### config.mk
export PLATFORM = sky130hd
export DESIGN_NAME = uart_led_cmd_ctrl
export DESIGN_NICKNAME = d
export VERILOG_FILES = /design/src/rtl/uart_led_cmd_ctrl.sv
export SDC_FILE = /design/constraint.sdc
export NUM_CORES = 1
export LEC_CHECK = 0
export ABC_CLOCK_PERIOD_IN_PS = 5900
export CAP_MARGIN = 20
export CORE_MARGIN = 5
export CORE_UTILIZATION = 50
export DETAILED_ROUTE_END_ITERATION = 7
export PLACE_DENSITY = 0.67
export SLEW_MARGIN = 20
export SYNTH_ARGS = -nofsm -noshare
export SYNTH_HDL_FRONTEND = slang
export SYNTH_SLANG_ARGS = --single-unit
### constraint.sdc
create_clock -name clk -period 5.9 [get_ports clk]
set_clock_uncertainty 0.1 [all_clocks]
set_input_delay 1.475 -clock clk [delete_from_list [all_inputs] [get_ports clk]]
set_output_delay 1.475 -clock clk [all_outputs]
set_load 0.005 [all_outputs]
### src/rtl/uart_led_cmd_ctrl.sv
// -----------------------------------------------------------------------------
// uart_led_cmd_ctrl
//
// Decodes single-byte commands from the UART receive path and drives the
// board LED in OFF, ON or BLINK mode with a programmable blink half-period.
//
// Commands (decoded in IDLE):
//   0x41 'A' : LED on
//   0x42 'B' : LED off
//   0x43 'C' : blink, restarting the waveform with the LED high
//   0x44 'D' : the next byte is the blink half-period in ticks (0 loads as 1)
//   others   : one-cycle o_cmd_err pulse
// A missing argument byte is abandoned after TIMEOUT_CYCLES cycles, with an
// o_cmd_err pulse and the period left unchanged.
//
// Parameters:
//   PRESCALE       : clock cycles per blink tick (>= 1)
//   DEFAULT_PERIOD : blink half-period in ticks, loaded at reset
//   TIMEOUT_CYCLES : maximum cycles spent waiting for an argument (>= 1)
//
// Ports:
//   clk             : clock, rising edge
//   rst             : asynchronous active-high reset
//   i_data          : received byte, valid while i_ready_to_read is high
//   i_ready_to_read : byte-available level strobe; one byte per rising edge
//   o_led           : LED drive (registered)
//   o_busy          : high while waiting for an argument byte (registered)
//   o_cmd_err       : one-cycle pulse on unknown opcode or argument timeout
// -----------------------------------------------------------------------------
module uart_led_cmd_ctrl #(
    parameter int         PRESCALE       = 1000000,
    parameter logic [7:0] DEFAULT_PERIOD = 8'd4,
    parameter int         TIMEOUT_CYCLES = 50000000
) (
    input  logic       clk,
    input  logic       rst,
    input  logic [7:0] i_data,
    input  logic       i_ready_to_read,
    output logic       o_led,
    output logic       o_busy,
    output logic       o_cmd_err
);

    localparam int PS_W = (PRESCALE > 1) ? $clog2(PRESCALE) : 1;
    localparam int TO_W = (TIMEOUT_CYCLES > 1) ? $clog2(TIMEOUT_CYCLES) : 1;

    localparam logic [PS_W-1:0] PS_LAST = PS_W'(PRESCALE - 1);
    localparam logic [PS_W-1:0] PS_ONE  = PS_W'(1);
    localparam logic [TO_W-1:0] TO_LAST = TO_W'(TIMEOUT_CYCLES - 1);
    localparam logic [TO_W-1:0] TO_ONE  = TO_W'(1);

    localparam logic [7:0] OP_ON    = 8'h41;
    localparam logic [7:0] OP_OFF   = 8'h42;
    localparam logic [7:0] OP_BLINK = 8'h43;
    localparam logic [7:0] OP_ARG   = 8'h44;

    typedef enum logic {
        S_IDLE = 1'b0,
        S_ARG  = 1'b1
    } state_t;

    typedef enum logic [1:0] {
        M_OFF   = 2'd0,
        M_ON    = 2'd1,
        M_BLINK = 2'd2
    } mode_t;

    // Input stage
    logic [7:0]      data_q;
    logic            rdy_q;
    logic            rdy_prev_q;

    // Control state
    state_t          state_q,    state_d;
    mode_t           mode_q,     mode_d;
    logic [7:0]      period_q,   period_d;
    logic            phase_q,    phase_d;
    logic [PS_W-1:0] ps_cnt_q,   ps_cnt_d;
    logic [7:0]      tick_cnt_q, tick_cnt_d;
    logic [TO_W-1:0] to_cnt_q,   to_cnt_d;

    // Registered outputs
    logic            led_q,  led_d;
    logic            busy_q, busy_d;
    logic            err_q,  err_d;

    logic            accept_s;
    logic            tick_s;

    // A held strobe yields a single byte: only its rising edge is accepted.
    assign accept_s = rdy_q & ~rdy_prev_q;
    assign tick_s   = (ps_cnt_q == PS_LAST);

    // Next-state logic: blink engine first, then command decode overrides it.
    always_comb begin
        state_d    = state_q;
        mode_d     = mode_q;
        period_d   = period_q;
        phase_d    = phase_q;
        ps_cnt_d   = ps_cnt_q;
        tick_cnt_d = tick_cnt_q;
        to_cnt_d   = to_cnt_q;
        err_d      = 1'b0;
        led_d      = 1'b0;
        busy_d     = 1'b0;

        // Blink engine; counters sit at zero outside BLINK.
        if (mode_q == M_BLINK) begin
            if (tick_s) begin
                ps_cnt_d = '0;
                if (tick_cnt_q == (period_q - 8'd1)) begin
                    tick_cnt_d = 8'd0;
                    phase_d    = ~phase_q;
                end else begin
                    tick_cnt_d = tick_cnt_q + 8'd1;
                end
            end else begin
                ps_cnt_d = ps_cnt_q + PS_ONE;
            end
        end else begin
            ps_cnt_d   = '0;
            tick_cnt_d = 8'd0;
        end

        case (state_q)
            S_IDLE: begin
                if (accept_s) begin
                    case (data_q)
                        OP_ON: begin
                            mode_d     = M_ON;
                            ps_cnt_d   = '0;
                            tick_cnt_d = 8'd0;
                        end
                        OP_OFF: begin
                            mode_d     = M_OFF;
                            ps_cnt_d   = '0;
                            tick_cnt_d = 8'd0;
                        end
                        OP_BLINK: begin
                            mode_d     = M_BLINK;
                            phase_d    = 1'b1;
                            ps_cnt_d   = '0;
                            tick_cnt_d = 8'd0;
                        end
                        OP_ARG: begin
                            state_d  = S_ARG;
                            to_cnt_d = '0;
                        end
                        default: begin
                            err_d = 1'b1;
                        end
                    endcase
                end else begin
                    state_d = S_IDLE;
                end
            end
            S_ARG: begin
                // An argument arriving on the timeout cycle still wins.
                if (accept_s) begin
                    period_d   = (data_q == 8'h00) ? 8'd1 : data_q;
                    ps_cnt_d   = '0;
                    tick_cnt_d = 8'd0;
                    phase_d    = phase_q;
                    to_cnt_d   = '0;
                    state_d    = S_IDLE;
                end else if (to_cnt_q == TO_LAST) begin
                    to_cnt_d = '0;
                    err_d    = 1'b1;
                    state_d  = S_IDLE;
                end else begin
                    to_cnt_d = to_cnt_q + TO_ONE;
                end
            end
            default: begin
                state_d = S_IDLE;
            end
        endcase

        case (mode_d)
            M_ON:    led_d = 1'b1;
            M_BLINK: led_d = phase_d;
            M_OFF:   led_d = 1'b0;
            default: led_d = 1'b0;
        endcase

        busy_d = (state_d == S_ARG);
    end

    // Input capture, control state and output registers.
    always_ff @(posedge clk or posedge rst) begin
        if (rst) begin
            data_q     <= 8'h00;
            rdy_q      <= 1'b0;
            rdy_prev_q <= 1'b0;
            state_q    <= S_IDLE;
            mode_q     <= M_OFF;
            period_q   <= DEFAULT_PERIOD;
            phase_q    <= 1'b0;
            ps_cnt_q   <= '0;
            tick_cnt_q <= 8'd0;
            to_cnt_q   <= '0;
            led_q      <= 1'b0;
            busy_q     <= 1'b0;
            err_q      <= 1'b0;
        end else begin
            data_q     <= i_data;
            rdy_q      <= i_ready_to_read;
            rdy_prev_q <= rdy_q;
            state_q    <= state_d;
            mode_q     <= mode_d;
            period_q   <= period_d;
            phase_q    <= phase_d;
            ps_cnt_q   <= ps_cnt_d;
            tick_cnt_q <= tick_cnt_d;
            to_cnt_q   <= to_cnt_d;
            led_q      <= led_d;
            busy_q     <= busy_d;
            err_q      <= err_d;
        end
    end

    assign o_led     = led_q;
    assign o_busy    = busy_q;
    assign o_cmd_err = err_q;

endmodule

==> results_slide.txt <==
Flow Results at a Glance

Power and ir drop
  • P_leak: 1.915 nW
  • Final Power: 1.084 mW
  • Net Sw Frac: 21.80%
  • Pwr per Cell Area: 244.4 nW/um^2

Yosys
  • Commonest flop: dfrtp_1
  • Max-area cell share: 48.60%
  • Largest area contributor in the netlist: dfrtp_1

Clock tree
  • Clock latency on the worst-skew pair: 350 ps
  • Number of CTS-inserted buffers: 9

Final layout
  • Nets: 440
  • Non-clock buffer count: 15
  • Regs by FF count: to_cnt_q: 26 flops, ps_cnt_q: 20 flops
  • Logic inverters: 13

Outcome
  • Status: complete, no violations

Setup path
  • Critical Path Sink: o_busy
  • Crit Path Class: flop to primary output

Run
  • Max-Cap Viols: 0

Routing
  • Drt wl/cell: 14.39 um
  • Routed wire length: 7.629 mm

Floorplan
  • FP Rows: 32

Final timing
  • Hold Fails Final Rpt: 0
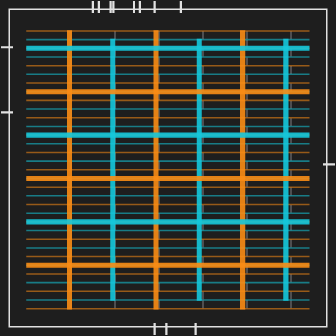
power_grid.png
Pins as bars on the die edge. Tap cells in grey.
[VDD] cyan
[VSS] orange
met1 rails: 33
met4 straps: 6
met5 straps: 6

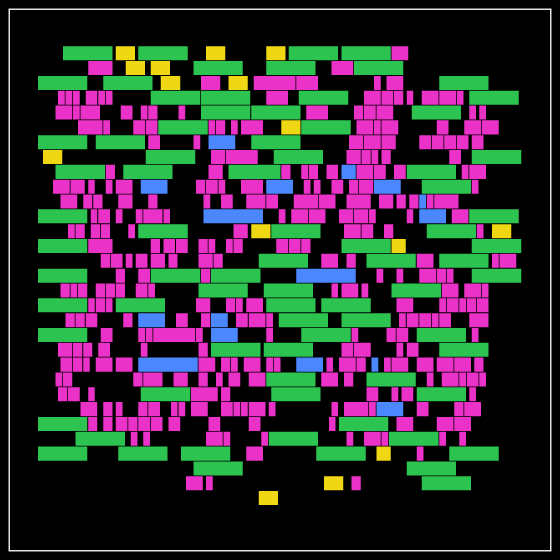
placement_by_type.png
[clock drivers and dummy loads] blue | cells: 16 | share of their area: 5.5%
[combinational and other logic] magenta | cells: 319 | share of their area: 46%
[other buffers and delay cells] yellow | cells: 15 | share of their area: 3.4%
[flops] green | cells: 78 | share of their area: 45%
sequential share of cell area: 44.05%
Final Cell Area: 4434 um^2

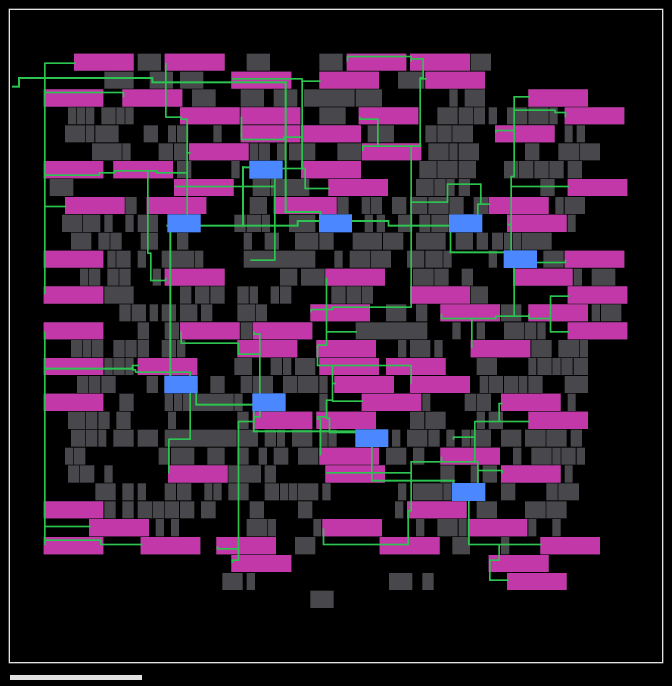
clk_routes.png
Scale bar: 20 um.
[clock wires] green | length: 983 um
[clock drivers] blue | count: 9
[flip-flops] magenta | count: 78
flops lie: spread over the die

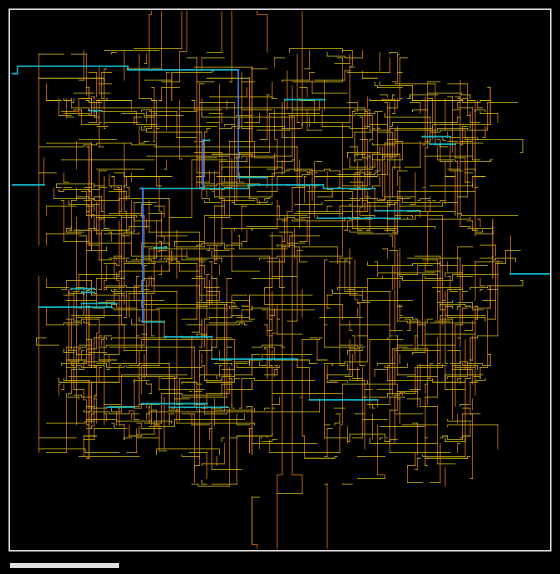
wires.png
Scale bar: 20 um.
[metal 1] yellow | wire length: 3,710 um
[metal 4] blue | wire length: 53.0 um
[metal 3] cyan | wire length: 247 um
[metal 2] orange | wire length: 3,620 um

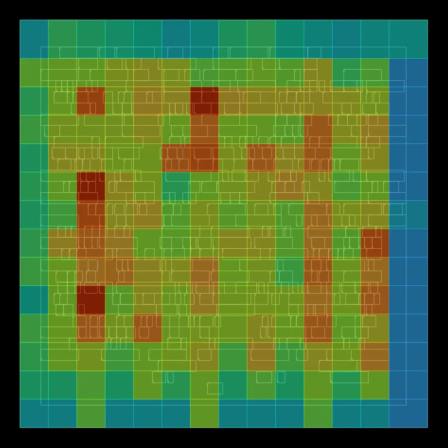
congestion.png
met3 Usage GRT: 4.105%
grt peak-use layer: met2
Total GRT Usage: 16.71%

Power is estimated from default activity; no workload was simulated.
